==> config.mk <==
export PLATFORM = sky130hd
export DESIGN_NAME = spram_wb_port
export DESIGN_NICKNAME = d
export VERILOG_FILES = /design/src/rtl/j1_wb_pkg.sv /design/src/rtl/spram_wb_port.sv
export SDC_FILE = /design/constraint.sdc
export NUM_CORES = 1
export LEC_CHECK = 0
export ABC_CLOCK_PERIOD_IN_PS = 3050
export CAP_MARGIN = 10
export CORE_UTILIZATION = 25
export CTS_BUF_LIST = sky130_fd_sc_hd__clkbuf_8
export CTS_CLUSTER_SIZE = 14
export DETAILED_ROUTE_END_ITERATION = 6
export PLACE_DENSITY = 0.88
export SYNTH_ARGS = -nofsm -noshare
export SYNTH_HDL_FRONTEND = slang
export SYNTH_SLANG_ARGS = --single-unit
==> constraint.sdc <==
create_clock -name clock -period 3.05 [get_ports clock]
set_input_delay 0.305 -clock clock [delete_from_list [all_inputs] [get_ports clock]]
set_output_delay 0.305 -clock clock [all_outputs]
set_load 0.01 [all_outputs]
Figure 1. Routed clock nets over the placement (run 1).
Scale bar: 20 µm.
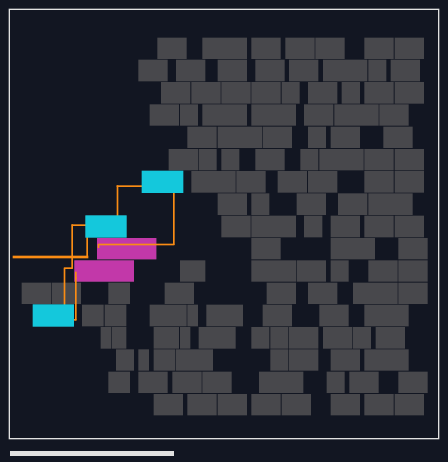
[cyan] clock drivers | count: 3
[orange] clock wires | length: 64.9 µm
[magenta] flip-flops | count: 2
routed clock nets	4
Late-Pin Clk Latency: 0.21 ns
clock power share: 38.0%
skew final: 0.00196 ns

Figure 2. Clock wiring as the flow saved it (run 1).
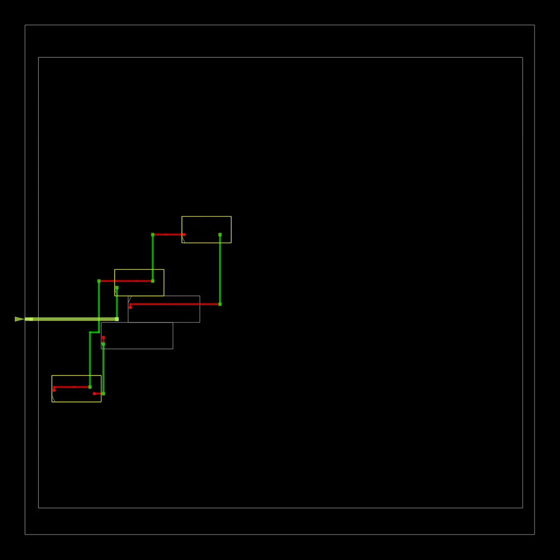
Clock Power: 0.000102 W
FFs & Latches: 2
Num CTS Buffers: 3
clk sinks: 2

Figure 3. Cell density map (run 1).
Scale bar: 20 µm. The die is cut into 10 by 10 equal tiles; dark blue is low, red is high, 0 to 100% covered.
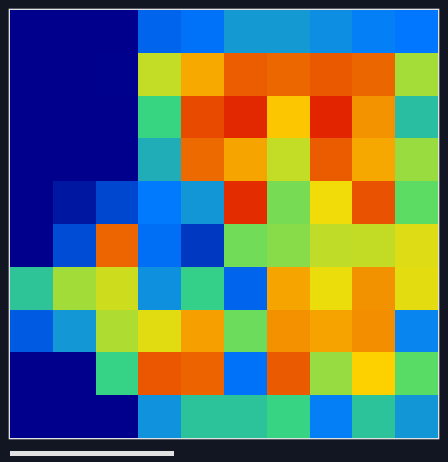
tiles over 75% full	27%
nearly empty tiles	19%
fullest tile	96%
densest ninth of the die	right middle
emptiest ninth of the die	top left
mean over tiles	47%
fin util: 57.4%
Core ar.: 2300 µm²

==> out/results.tsv, run 1 <==
metric	value	unit
GR Util met2	27.1	%
pin count of the biggest net entering global routing	17	
final instance area	1320	µm²
clock slew at reported path FFs	0.03	ns
floorplan utilization	27.5	%
Post-CTS Resized	0	
register area	40.0	µm²
P_leak	0.533	nW
worst r2r path cells	2	
main logic family after synthesis	multiplexers	
Logic area	464	µm²
max reg flops	2	
DRC	0	
WL met2	1.12	mm
invs w/o clock	2	
Sequential Power Share	10.8	%
filler cell count	207	
pre-CTS setup slack	0.535	ns
Hold WS	0.588	ns
Pwr Density	204	nW/µm²
CP required	2.74	ns
Root Driver	clkbuf_8	
Routed WL	2.16	mm
Comb/total area	35.2	%
max-cap violation count	0	
sw frac	22.3	%
vias	679	
Max Used Layer	met4	
yosys adder share	3.96	%
layout cell share with drive strength beyond 1	16.5	%
Largest cell class	non-clock buffers	
status	completed	
initial antenna violation count	0	
Netlist Area Pre-Place	632	µm²
post-DR vias/cell	4.38	
multi-input gates	47	
HP Class	reg -> reg	
DRT iter0 DRCs	2	
Post-synth EDFFs	0	
warning count from the yosys run	0	
Final GP Congestion	0.714	
Layout clock area frac	3.13	%
combinational gate power	0.000138	W
fin. max-slew vios	0	
Post-DP Area	1280	µm²
Avg Cell Area, Syn	9.43	µm²
Post-Synthesis Cells	67	
min Tclk post-route	2.50	ns
n_taps	28	
XORs/XNORs by Area	0	%
Cell variety after synth	17	
Die Height	52.3	µm
vias in the first global route	605	
critical path's most frequent cell	clkdlybuf4s50_1	
port bufs	73	
cells along the critical path	clkdlybuf4s50_1 > and4bb_1 > mux2_4 > clkdlybuf4s50_1	
most numerous logic cell after layout	clkdlybuf4s50_1	
final cell count without fillers	155	
Top FF cell, synth	dfxtp_1	
sequential-to-total area share from yosys stat	6.34	%
-- run 1: critical path: cells and delay by family --
family	cells	cell delay, ns
muxes	1	0.34
buffers and inverters	2	0.92
and+or+nand+nor	1	0.62
-- run 1: cells in the mapped netlist, types with 2 or more instances --
cell	instances	area [µm²]
and4bb_1	2	25.0
clkbuf_1	2	7.51
nor2_1	2	7.51
buf_6	2	22.5
buf_4	12	90.1
dfxtp_1	2	40.0
inv_1	2	7.51
and2_1	16	100
o21a_1	2	15.0
a21boi_0	2	15.0
mux2_4	16	240
ha_1	2	25.0
-- run 1: kinds of logic after synthesis --
kind of cell             count (synthesis)
AND-OR/OR-AND                            6
adder cells (fa/ha/maj)                  2
multiplexers                            16
AND/OR/NAND/NOR                         23
flip-flops                               2
buffers and inverters                   18
==> inputs of run 2 (changes only) <==
--- a/config.mk
+++ b/config.mk
@@ -5,13 +5,13 @@
 export SDC_FILE = /design/constraint.sdc
 export NUM_CORES = 1
 export LEC_CHECK = 0
-export ABC_CLOCK_PERIOD_IN_PS = 3050
+export ABC_CLOCK_PERIOD_IN_PS = 2400
 export CAP_MARGIN = 10
-export CORE_UTILIZATION = 25
+export CORE_UTILIZATION = 23
 export CTS_BUF_LIST = sky130_fd_sc_hd__clkbuf_8
 export CTS_CLUSTER_SIZE = 14
 export DETAILED_ROUTE_END_ITERATION = 6
-export PLACE_DENSITY = 0.88
+export PLACE_DENSITY = 0.82
 export SYNTH_ARGS = -nofsm -noshare
 export SYNTH_HDL_FRONTEND = slang
 export SYNTH_SLANG_ARGS = --single-unit
==> constraint.sdc (replaced) <==
create_clock -name clock -period 2.4 [get_ports clock]
set_input_delay 0.24 -clock clock [delete_from_list [all_inputs] [get_ports clock]]
set_output_delay 0.24 -clock clock [all_outputs]
set_load 0.01 [all_outputs]
==> run 2 against run 1 <==
  * Routed wire length is 11% lower
  * Clock-buffer cell count stayed put
  * Non-clock buffer count is 2 higher
  * Utilization is 3.9 points lower
  * Sequential power is 26% higher
  * Power is 30% higher
  * First-iteration DRC count is 100% higher
  * Synthesized area stayed put
  * Synthesized cell count stayed put
  * Sequential share of layout area is 0.095 points lower
  * Register-to-register slack worse by 0.62 ns
  * Global-route usage is 2.4 points lower
  * Highest routed layer unchanged
==> out/results.tsv, run 2 <==
metric	value	unit
Logic area	464	µm²
Post-CTS Resized	0	
vias in the first global route	639	
worst r2r path cells	2	
sequential-to-total area share from yosys stat	6.34	%
Layout clock area frac	3.03	%
Largest cell class	non-clock buffers	
P_leak	0.549	nW
Top FF cell, synth	dfxtp_1	
port bufs	73	
initial antenna violation count	0	
max reg flops	2	
Comb/total area	34.1	%
Pwr Density	258	nW/µm²
Cell variety after synth	17	
Num CTS Buffers	3	
Avg Cell Area, Syn	9.43	µm²
Core ar.	2540	µm²
Netlist Area Pre-Place	632	µm²
yosys adder share	3.96	%
filler cell count	218	
Die Height	54.4	µm
min Tclk post-route	2.20	ns
Top cell area share	38.0	%
Hold WS	0.480	ns
max-cap violation count	0	
Sequential Power Share	10.5	%
XORs/XNORs by Area	0	%
post-DR vias/cell	4.38	
sw frac	23.7	%
status	completed	
layout cell share with drive strength beyond 1	17.8	%
most numerous logic cell after layout	clkdlybuf4s50_1	
CP required	2.16	ns
DRC	0	
run 2: cell count changes in the layout (fill, tap and decap cells not counted):
cell and delta:
buf_12 +2
run 2: kinds of logic (layout without fill, tap and decap cells):
logic type | count (synthesis) | after routing
AOI/OAI and AO/OA | 6 | 6
and+or+nand+nor | 23 | 23
buffers and inverters | 18 | 80
muxes | 16 | 16
adders and majority gates | 2 | 2
DFF | 2 | 2
run 2: critical path, stage by stage:
cell             delay (ns)
clkdlybuf4s50_1        0.45
and4bb_1               0.34
buf_12                 0.15
mux2_4                 0.30
clkdlybuf4s50_1        0.49
run 2: layer usage:
metal / vias to the layer above / share of wire [%] / global-route usage (%)
met2: 55 / 52 / 23.2
met4: 0 / 2.5 / 9.83
met5: - / 0 / 0
li1: 340 / - / -
met1: 296 / 34 / 11.0
met3: 6 / 12 / 1.94
Figure 4. Clock wiring as the flow saved it (run 2).
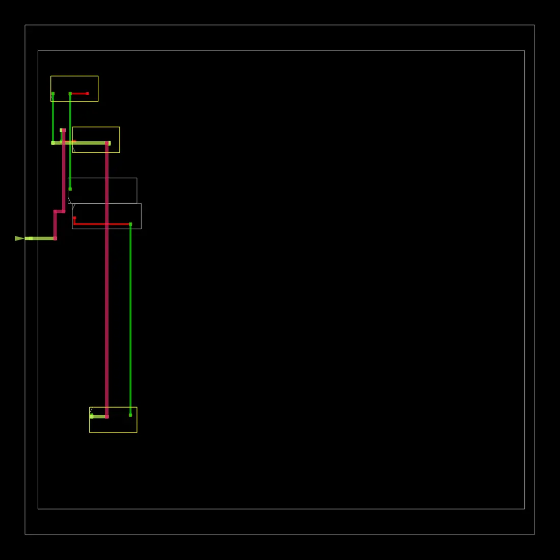
skew final: 0.00544 ns
Clock Power: 0.000139 W
Late-Pin Clk Latency: 0.22 ns

Figure 5. Signal metal coverage by tile (run 2).
The die is cut into 11 by 11 equal tiles; dark blue is low, red is high, scaled to the fullest tile. Values are wire area over tile area, all layers added.
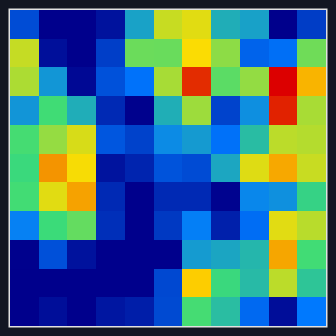
fullest tile	0.33
emptiest ninth of the die	bottom left
nearly empty tiles	17%
vias: 697
Routed WL: 1.93 mm
Tot GR Track Use: 12.1%
post-DR wirelength/cell: 12.1 µm

Power and IR drop assume default switching activity.
